==> config.mk <==
export PLATFORM = sky130hd
export DESIGN_NAME = acp_mm2s_engine
export DESIGN_NICKNAME = d
export VERILOG_FILES = /design/src/rtl/acp_mm2s_engine.sv
export SDC_FILE = /design/constraint.sdc
export NUM_CORES = 1
export LEC_CHECK = 0
export ABC_CLOCK_PERIOD_IN_PS = 7350
export CAP_MARGIN = 30
export CORE_ASPECT_RATIO = 0.75
export CORE_UTILIZATION = 40
export CTS_BUF_LIST = sky130_fd_sc_hd__clkbuf_4 sky130_fd_sc_hd__clkbuf_8
export DETAILED_ROUTE_END_ITERATION = 8
export HOLD_SLACK_MARGIN = 0.1
export PLACE_DENSITY = 0.81
export SLEW_MARGIN = 25
export SYNTH_ARGS = -nofsm -noshare
export SYNTH_HDL_FRONTEND = slang
export SYNTH_SLANG_ARGS = --single-unit
==> constraint.sdc <==
create_clock -name clk -period 7.35 [get_ports clk]
set_input_delay 0.735 -clock clk [delete_from_list [all_inputs] [get_ports clk]]
set_output_delay 0.735 -clock clk [all_outputs]
set_load 0.005 [all_outputs]
==> src/rtl/acp_mm2s_engine.sv <==
// ---------------------------------------------------------------------------
// acp_mm2s_engine
//   Memory-to-stream read engine for the ACP port. Accepts one
//   datamover-format command, splits it into INCR bursts that never cross a
//   4 KiB page and never exceed C_MAX_BURST beats, and forwards read data
//   unmodified to an AXI-Stream master. A one-byte completion status is
//   emitted per command.
//
// Ports
//   clk, aresetn             clock, asynchronous active-low reset
//   S_AXIS_CMD_*             72-bit command stream (BTT, TYPE, EOF, SADDR, TAG)
//   M_AXIS_STS_*             8-bit status stream {OKAY,SLVERR,DECERR,INTERR,TAG}
//   M_AXI_AR*                read address channel (one burst in flight)
//   M_AXI_R*                 read data channel
//   M_AXIS_T*                64-bit output stream, combinational from R
// ---------------------------------------------------------------------------
module acp_mm2s_engine #(
  parameter int         C_M_AXI_ADDR_WIDTH = 32,
  parameter logic [2:0] C_PROT             = 3'b010,
  parameter logic [3:0] C_CACHE            = 4'b1111,
  parameter int         C_MAX_BURST        = 16
) (
  input  logic                          clk,
  input  logic                          aresetn,
  // command
  input  logic                          S_AXIS_CMD_TVALID,
  output logic                          S_AXIS_CMD_TREADY,
  input  logic [71:0]                   S_AXIS_CMD_TDATA,
  // status
  output logic                          M_AXIS_STS_TVALID,
  input  logic                          M_AXIS_STS_TREADY,
  output logic [7:0]                    M_AXIS_STS_TDATA,
  // read address
  output logic [C_M_AXI_ADDR_WIDTH-1:0] M_AXI_ARADDR,
  output logic [7:0]                    M_AXI_ARLEN,
  output logic [2:0]                    M_AXI_ARSIZE,
  output logic [1:0]                    M_AXI_ARBURST,
  output logic [2:0]                    M_AXI_ARPROT,
  output logic [3:0]                    M_AXI_ARCACHE,
  output logic                          M_AXI_ARVALID,
  input  logic                          M_AXI_ARREADY,
  // read data
  input  logic [63:0]                   M_AXI_RDATA,
  input  logic [1:0]                    M_AXI_RRESP,
  input  logic                          M_AXI_RLAST,
  input  logic                          M_AXI_RVALID,
  output logic                          M_AXI_RREADY,
  // output stream
  output logic [63:0]                   M_AXIS_TDATA,
  output logic [7:0]                    M_AXIS_TKEEP,
  output logic                          M_AXIS_TLAST,
  output logic                          M_AXIS_TVALID,
  input  logic                          M_AXIS_TREADY
);

  localparam int AW = C_M_AXI_ADDR_WIDTH;

  typedef enum logic [1:0] {IDLE, ADDR, DATA, STS} state_t;

  state_t        state;
  logic [AW-1:0] addr;      // start address of the current/next burst
  logic [19:0]   rem;       // beats still owed for this command
  logic [7:0]    arlen_q;
  logic [7:0]    bcnt;      // beats accepted within the current burst
  logic [3:0]    tag;
  logic          eof;
  logic          interr, slverr, decerr;
  logic          cmd_rdy, arvalid_q, sts_vld;

  // Beats for the next burst: clipped by remaining count, the burst cap and
  // the distance to the next 4 KiB page (address is always 8-byte aligned).
  function automatic logic [8:0] burst_beats(input logic [AW-1:0] a,
                                             input logic [19:0]   r);
    logic [19:0] b, to4k;
    b    = r;
    if (b > 20'(C_MAX_BURST)) b = 20'(C_MAX_BURST);
    to4k = 20'd512 - {11'd0, a[11:3]};
    if (b > to4k) b = to4k;
    return 9'(b);
  endfunction

  // ---- command decode ----
  logic [22:0]   cmd_btt;
  logic          cmd_type, cmd_eof, cmd_bad;
  logic [31:0]   cmd_saddr;
  logic [AW-1:0] cmd_addr;
  logic [19:0]   cmd_beats;
  logic [8:0]    first_len;

  assign cmd_btt   = S_AXIS_CMD_TDATA[22:0];
  assign cmd_type  = S_AXIS_CMD_TDATA[23];
  assign cmd_eof   = S_AXIS_CMD_TDATA[30];
  assign cmd_saddr = S_AXIS_CMD_TDATA[63:32];
  assign cmd_addr  = AW'(cmd_saddr);
  assign cmd_beats = cmd_btt[22:3];
  assign cmd_bad   = (cmd_btt == '0) || (cmd_btt[2:0] != 3'd0) ||
                     (cmd_saddr[2:0] != 3'd0) || !cmd_type;
  assign first_len = burst_beats(cmd_addr, cmd_beats);

  logic unused_cmd_bits;
  assign unused_cmd_bits = ^{S_AXIS_CMD_TDATA[71:68], S_AXIS_CMD_TDATA[31],
                             S_AXIS_CMD_TDATA[29:24]};

  // ---- data phase bookkeeping ----
  logic          in_data, beat, burst_end, cmd_last;
  logic [8:0]    blen, nxt_len;
  logic [AW-1:0] nxt_addr;
  logic [19:0]   nxt_rem;

  assign in_data   = (state == DATA);
  assign beat      = in_data && M_AXI_RVALID && M_AXIS_TREADY;
  assign burst_end = (bcnt == arlen_q);
  assign blen      = {1'b0, arlen_q} + 9'd1;
  assign nxt_addr  = addr + AW'({blen, 3'b000});
  assign nxt_rem   = rem - {11'd0, blen};
  assign nxt_len   = burst_beats(nxt_addr, nxt_rem);
  // final beat of the whole command, by the engine's own count
  assign cmd_last  = burst_end && (rem == {11'd0, blen});

  // ---- control FSM ----
  always_ff @(posedge clk or negedge aresetn) begin
    if (!aresetn) begin
      state     <= IDLE;
      cmd_rdy   <= 1'b0;
      arvalid_q <= 1'b0;
      sts_vld   <= 1'b0;
      addr      <= '0;
      rem       <= '0;
      arlen_q   <= '0;
      bcnt      <= '0;
      tag       <= '0;
      eof       <= 1'b0;
      interr    <= 1'b0;
      slverr    <= 1'b0;
      decerr    <= 1'b0;
    end else begin
      case (state)
        IDLE: begin
          cmd_rdy <= 1'b1;
          if (S_AXIS_CMD_TVALID && cmd_rdy) begin
            cmd_rdy <= 1'b0;
            tag     <= S_AXIS_CMD_TDATA[67:64];
            eof     <= cmd_eof;
            addr    <= cmd_addr;
            rem     <= cmd_beats;
            bcnt    <= '0;
            slverr  <= 1'b0;
            decerr  <= 1'b0;
            arlen_q <= 8'(first_len - 9'd1);
            if (cmd_bad) begin
              interr  <= 1'b1;
              sts_vld <= 1'b1;
              state   <= STS;
            end else begin
              interr    <= 1'b0;
              arvalid_q <= 1'b1;
              state     <= ADDR;
            end
          end
        end
        ADDR: begin
          if (M_AXI_ARREADY) begin
            arvalid_q <= 1'b0;
            bcnt      <= '0;
            state     <= DATA;
          end
        end
        DATA: begin
          if (beat) begin
            if (M_AXI_RRESP == 2'b10) slverr <= 1'b1;
            if (M_AXI_RRESP == 2'b11) decerr <= 1'b1;
            // slave's RLAST disagreeing with our count is flagged, not obeyed
            if (M_AXI_RLAST != burst_end) interr <= 1'b1;
            if (burst_end) begin
              addr <= nxt_addr;
              rem  <= nxt_rem;
              bcnt <= '0;
              if (nxt_rem == '0) begin
                sts_vld <= 1'b1;
                state   <= STS;
              end else begin
                arlen_q   <= 8'(nxt_len - 9'd1);
                arvalid_q <= 1'b1;
                state     <= ADDR;
              end
            end else begin
              bcnt <= bcnt + 8'd1;
            end
          end
        end
        STS: begin
          if (M_AXIS_STS_TREADY) begin
            sts_vld <= 1'b0;
            cmd_rdy <= 1'b1;
            state   <= IDLE;
          end
        end
        default: state <= IDLE;
      endcase
    end
  end

  // ---- outputs ----
  assign S_AXIS_CMD_TREADY = cmd_rdy;

  assign M_AXIS_STS_TVALID = sts_vld;
  assign M_AXIS_STS_TDATA  = {~(slverr | decerr | interr), slverr, decerr,
                              interr, tag};

  assign M_AXI_ARADDR  = addr;
  assign M_AXI_ARLEN   = arlen_q;
  assign M_AXI_ARSIZE  = 3'b011;
  assign M_AXI_ARBURST = 2'b01;
  assign M_AXI_ARPROT  = C_PROT;
  assign M_AXI_ARCACHE = C_CACHE;
  assign M_AXI_ARVALID = arvalid_q;

  // zero-latency pass-through; gated by state so reset kills it at once
  assign M_AXI_RREADY  = in_data && M_AXIS_TREADY;
  assign M_AXIS_TVALID = in_data && M_AXI_RVALID;
  assign M_AXIS_TDATA  = M_AXI_RDATA;
  assign M_AXIS_TKEEP  = 8'hFF;
  assign M_AXIS_TLAST  = in_data && M_AXI_RVALID && eof && cmd_last;

endmodule

run_1/m3.png
Bar = 50 µm. Cells faint in the background.
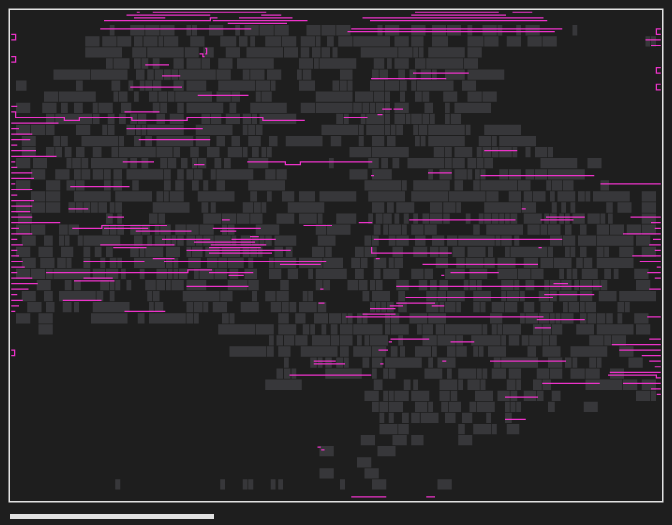
The wires run mostly horizontal. The layer carries 1830 µm of wire. The longest straight run is 51.5 µm. The layer holds 8.6% of the routed length. 157 nets have wire on it.

run_1/layers.png
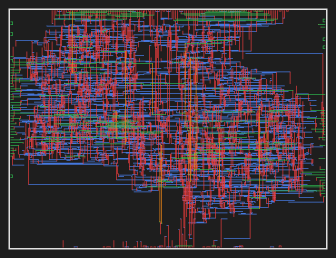
Key: orange = M4 [wire length 474 µm]; green = M3 [wire length 1830 µm]; red = M2 [wire length 8690 µm]; blue = M1 [wire length 10200 µm]

==> flow_summary.toml, run 1 <==
# synthesis and place-and-route metrics
[clocking]
cts_hold_buf = 0
cts_buffers = 9
post_cts_buffers = 0
cts_resized = 0
root_buffer = "clkbuf_8"

[cells_and_area]
nets = 1171
fin_util_pct = 47.7
drive_gt1_share_pct = 6.22
lay_top_count = "clkdlybuf4s50_1"

[status]
outcome = "complete, no violations"

[setup_path]
cp_slowest_cell = "dfrtp_1"
worstRegToRegCells = 25
critPathLaunch = "M_AXI_ARLEN[1]$_DFFE_PN0P_"
crit_family = "AND-OR/OR-AND gates"
reg2reg_from = "M_AXI_ARLEN[1]$_DFFE_PN0P_"
start_kind = "flip-flop"
end_kind = "flip-flop"

[logic_synthesis]
ys_cells = 925
synth_flops = 81
ys_types = 80
synth_seq_share_pct = 27.0
ys.flop_type = "dfrtp_1"
yosysWarnings = 0
synth_top_area_share_pct = 27.0
async_reset_ff_share_pct = 100

[detailed_routing]
route.vias.total = 6957
ant_nets = 0

[final_timing]
finalSetupViolations = 0
rsz0062_at_grt = "no"
post-route-period-util_pct = 86.0
layout_min_cycle_time_ns = 6.32

[die]
die_w_um = 160
die_h_um = 121
dieArea_um2 = 19300
ios = 284

[placement]
dpl.cell_count = 1206

[min_path]
hold_path_class = "primary input to asynchronous set/reset pin"

[global_routing]
grt_pass1_wl_um = 33800
run_1/congestion_map.png
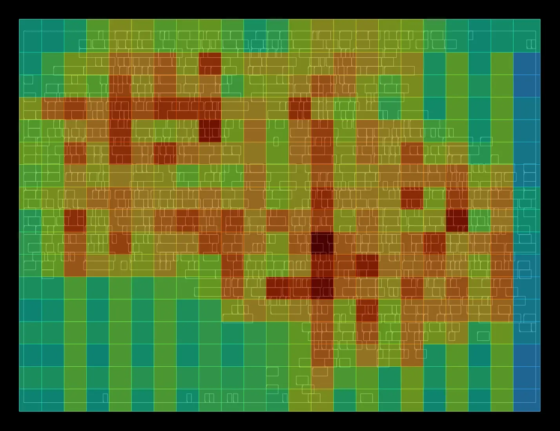
met3 usage: 6.86%
grt met2 use: 31.3%
GRT Util Overall: 22.2%
Top Usage Layer GRT: met1
DR WL/cell: 17.4 µm

run_1/clock_wires.png
Bar = 50 µm.
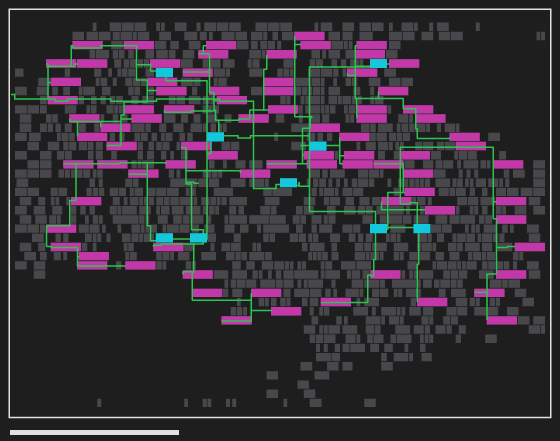
Key: green = clock wires [length 1230 µm]; magenta = flip-flops [count 81]; cyan = clock-net drivers [count 9]
There are 10 routed clock nets.

## run 1: worst register-to-register path: stages, from the launching register on
cell,delay [ns]
dfrtp_1,0.52
and3_1,0.21
nand3_1,0.11
xnor2_1,0.42
inv_1,0.11
ha_1,0.44
o211ai_1,0.17
o21a_1,0.26
o21ai_0,0.45
mux2_2,0.46
nor3_4,0.20
o211ai_1,0.18
nor2_1,0.16
ha_1,0.27
nor2b_1,0.14
o21bai_1,0.14
a21oi_1,0.08
o21bai_1,0.45
or2_2,0.26
o22ai_1,0.09
a41o_2,0.29
inv_1,0.07
ha_1,0.21
nor3b_1,0.25
xnor2_1,0.16
o21ai_0,0.09
## run 1: cell type report
type	count	area [µm²]	share of cell area (%)
Clock inverter	7	53.8	0.628
Sequential cell	81	2030	23.6
Inverter	48	180	2.10
Tap cell	242	303	3.53
Clock buffer	9	124	1.44
Multi-Input combinational cell	706	4610	53.8
Timing Repair Buffer	129	1280	14.9
## run 1: per-stage QoR
step | area (µm²) | hold WS [ns] | setup WS [ns]
after floorplan | 7600 | 0.439 | 2.17
after global placement | 8400 | 0.460 | 1.28
after detailed placement | 8400 | 0.467 | 1.16
after CTS | 8570 | 0.280 | 1.12
after global routing | 8570 | 0.283 | 0.598
final | 8570 | 0.272 | 1.03
## run 1: kinds of logic after synthesis
| group | synth area share, % |
|---|---|
| simple gates | 20.4 |
| compound gates | 21.8 |
| buf+inv | 12.9 |
| flops | 27.0 |
| fa+ha+maj | 8.54 |
| xor+xnor | 5.72 |
| mux | 3.49 |
| other cells | 0.100 |
## run 1: power breakdown
part | switching (mW) | total [mW] | internal (mW) | leakage, nW
clock network | 0.190 | 0.315 | 0.125 | 0.0822
logic | 1.84 | 3.16 | 1.32 | 2.54
registers | 0.265 | 0.922 | 0.657 | 0.986
total | 2.30 | 4.39 | 2.10 | 3.61
run_1/m2.png
Cells faint in the background.
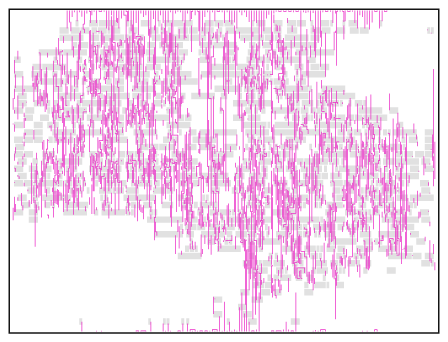

==> run 2: changes to the inputs <==
--- a/config.mk
+++ b/config.mk
@@ -7,7 +7,6 @@
 export LEC_CHECK = 0
 export ABC_CLOCK_PERIOD_IN_PS = 7350
 export CAP_MARGIN = 30
-export CORE_ASPECT_RATIO = 0.75
 export CORE_UTILIZATION = 40
 export CTS_BUF_LIST = sky130_fd_sc_hd__clkbuf_4 sky130_fd_sc_hd__clkbuf_8
 export DETAILED_ROUTE_END_ITERATION = 8
run_2/m2.png
Cells faint in the background.
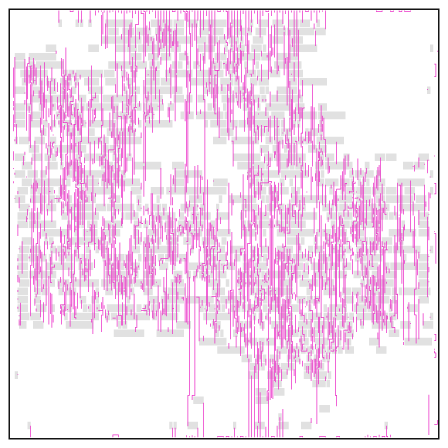
949 nets have wire on it. The wires run mostly vertical. The longest straight run is 53.2 µm.

run_2/m3.png
Bar = 50 µm. Cells faint in the background.
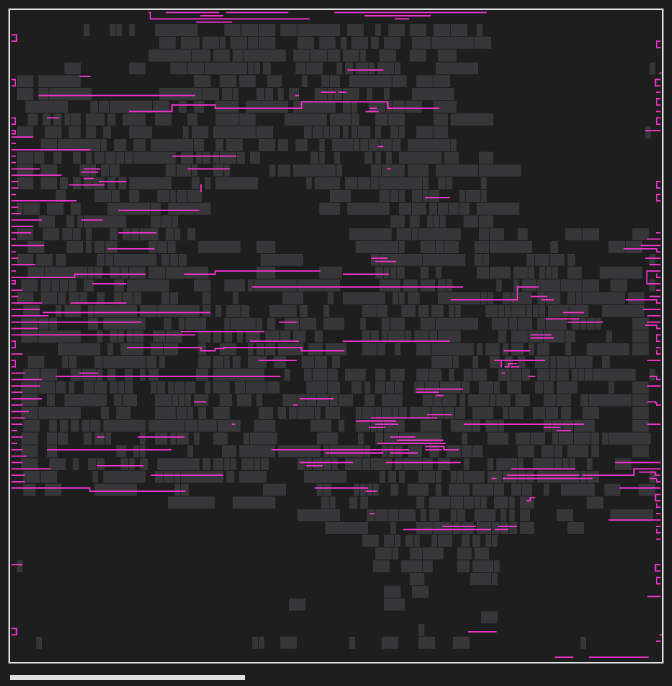
The wires run mostly horizontal. The layer carries 1600 µm of wire. The layer holds 7.8% of the routed length. 180 nets have wire on it. The longest straight run is 47.6 µm.

run_2/congestion_map.png
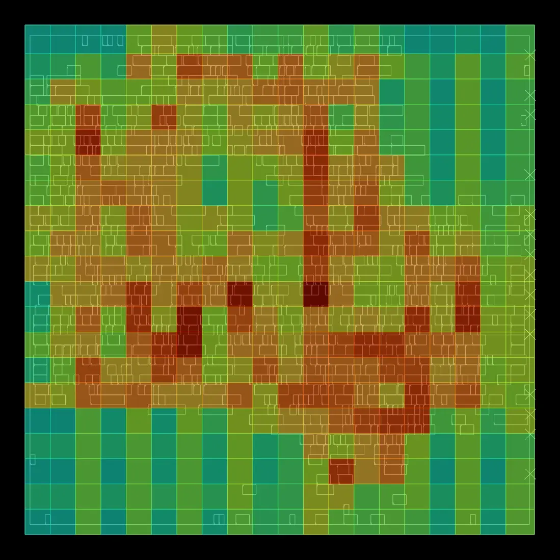
final design utilization: 47.5%
GR Util met1: 28.6%
Top Usage Layer GRT: met2
met3 usage: 5.77%

==> run 2 against run 1 <==
  * The flow now finishes with violations (DRC)
  * Maximum frequency increased by 1.4%
  * Sequential cell count stayed put
  * Cell area increased by 0.47%
  * Setup slack improved by 0.085 ns
  * Die size about the same
  * Final cell count down 1.1%
  * Total power is 0.47% lower
  * Clock-buffer cell count up 2
  * Critical path depth unchanged
  * Area after synthesis did not move
  * Synthesized cell count stayed put
  * Largest cell class unchanged
==> flow_summary.toml, run 2 <==
# synthesis and place-and-route metrics
[logic_synthesis]
yosysWarnings = 0
async_reset_ff_share_pct = 100
synth_top_area_share_pct = 27.0
synth_seq_share_pct = 27.0
ys_types = 80
xor_share_pct = 5.72
synthSimpleGateAreaFrac_pct = 20.4
synth_flops = 81
synthTopLogicFamily = "AND-OR/OR-AND gates"
synth.cell_area_um2 = 7500
yosys.area_share.adder_pct = 8.54
top_cell = "nand2_1"
mux_area_share_pct = 3.49
ys_cells = 925
ys.flop_type = "dfrtp_1"
yosys.area_share.aoi_pct = 21.8

[cells_and_area]
drive_gt1_share_pct = 6.22
logic_area_um2 = 4610
lay_top_cells = "clkdlybuf4s50_1 (123), nand2_1 (91), dfrtp_1 (81)"
nets = 1171
lay_top_count = "clkdlybuf4s50_1"
regArea_um2 = 2030
stdcell_area_um2 = 8610
largest_reg_flops = 32

[power_and_ir_drop]
comb_power_share_pct = 70.8
swShare_pct = 50.9
power_switching_mw = 2.23
power_frac_clock_pct = 8.4
intPower_mw = 2.15
p_total_mw = 4.37
vdd_ir_drop_max_uv = 234
power.share.sequential_pct = 20.8

[die]
die_h_um = 139
die_w_um = 139
ios = 284
dieArea_um2 = 19300

[final_timing]
finalSetupViolations = 0
fin_skew_ns = 0.0163
fin_ws_ns = 1.12
rsz0062_at_grt = "no"
maxSlewHeadroom_pct = 42.9
hold_ws_ns = 0.289
post-route-period-util_pct = 84.8
layout_min_cycle_time_ns = 6.23
max_freq_ghz = 0.160
finalHoldViolCount = 0
setup_tns_ns = 0

[status]
outcome = "finished, violations left"
violations = "DRC"

[setup_path]
start_kind = "flip-flop"
arrival_ns = 6.49
worstRegToRegCells = 25
critPathLaunch = "M_AXI_ARLEN[0]$_DFFE_PN0P_"
end_kind = "flip-flop"
reg2reg_from = "M_AXI_ARLEN[0]$_DFFE_PN0P_"
r2r-end = "M_AXI_ARLEN[4]$_DFFE_PN0P_"

[clocking]
cts_hold_buf = 0
post_cts_buffers = 0
root_buffer = "clkbuf_8"
cts_resized = 0
tritoncts = "yes"
cts_buffers = 9
numClockSinks = 81
path_clk_slew_ns = 0.09

[placement]
dpl.cell_count = 1193
placed_cell_area_um2 = 8400
io_buffers = 124
place_ws_ns = 1.26

[detailed_routing]
drc = 15
route.vias.total = 6923
wl_per_cell_um = 16.9
ant_nets = 0
firstDrtPassIters = 9

[run]
tool_warnings = 42

[global_routing]
grt_pass1_wl_um = 33100
grtUsageTotal_pct = 21.5

[min_path]
hold_path_class = "primary input to asynchronous set/reset pin"
[run 2: cell counts after synthesis]
No cell type changed its count.
[run 2: power groups by stage]
stage	clock [mW]	combinational, mW	sequential (mW)
2_1_floorplan	0	2.27	0.853
3_3_place_gp	0	2.98	0.900
3_5_place_dp	0	3.05	0.912
4_1_cts	0.375	3.07	0.905
5_1_grt	0.389	3.47	0.945
6_report	0.366	3.10	0.909
[run 2: cell families (layout without fill, tap and decap cells)]
logic type,Yosys count,after routing
flip-flops,81,81
adder cells (fa/ha/maj),50,50
XOR/XNOR,49,49
AND-OR/OR-AND,254,254
AND/OR/NAND/NOR,298,298
other,2,30
buffers and inverters,166,193
multiplexers,25,25
[run 2: layout make-up]
class                   count  area share (%)
multi-input cells         706            53.5
flip-flops and latches     81            23.5
repair buffers            129            15.0
well taps                 229            3.33
inverters                  48            2.09
clock buffers              11            1.76
clock inverters             5           0.726
[run 2: critical path: stages, from the launching register on]
cell	delay, ns
dfrtp_1	0.49
ha_1	0.23
nand3_1	0.13
xnor2_1	0.34
inv_1	0.10
ha_1	0.39
o211ai_1	0.16
o21a_1	0.26
o21ai_0	0.47
mux2_2	0.45
nor3_4	0.23
o211ai_1	0.20
nor2_1	0.16
ha_1	0.26
nor2b_1	0.14
o21bai_1	0.11
a21oi_1	0.08
o21bai_1	0.47
or2_2	0.26
o22ai_1	0.10
a31o_2	0.29
inv_1	0.08
ha_1	0.21
nor3b_1	0.26
xnor2_1	0.15
o21ai_0	0.08
[run 2: per-layer routing]
metal	GRT usage [%]	routed length, µm	vias up
met4	6.90	455	0
met1	28.6	9100	3277
li1	-	-	3323
met3	5.77	1600	28
met2	33.7	9220	295
met5	0	0	-
No activity file was given, so power comes from the tool's default toggle rates.
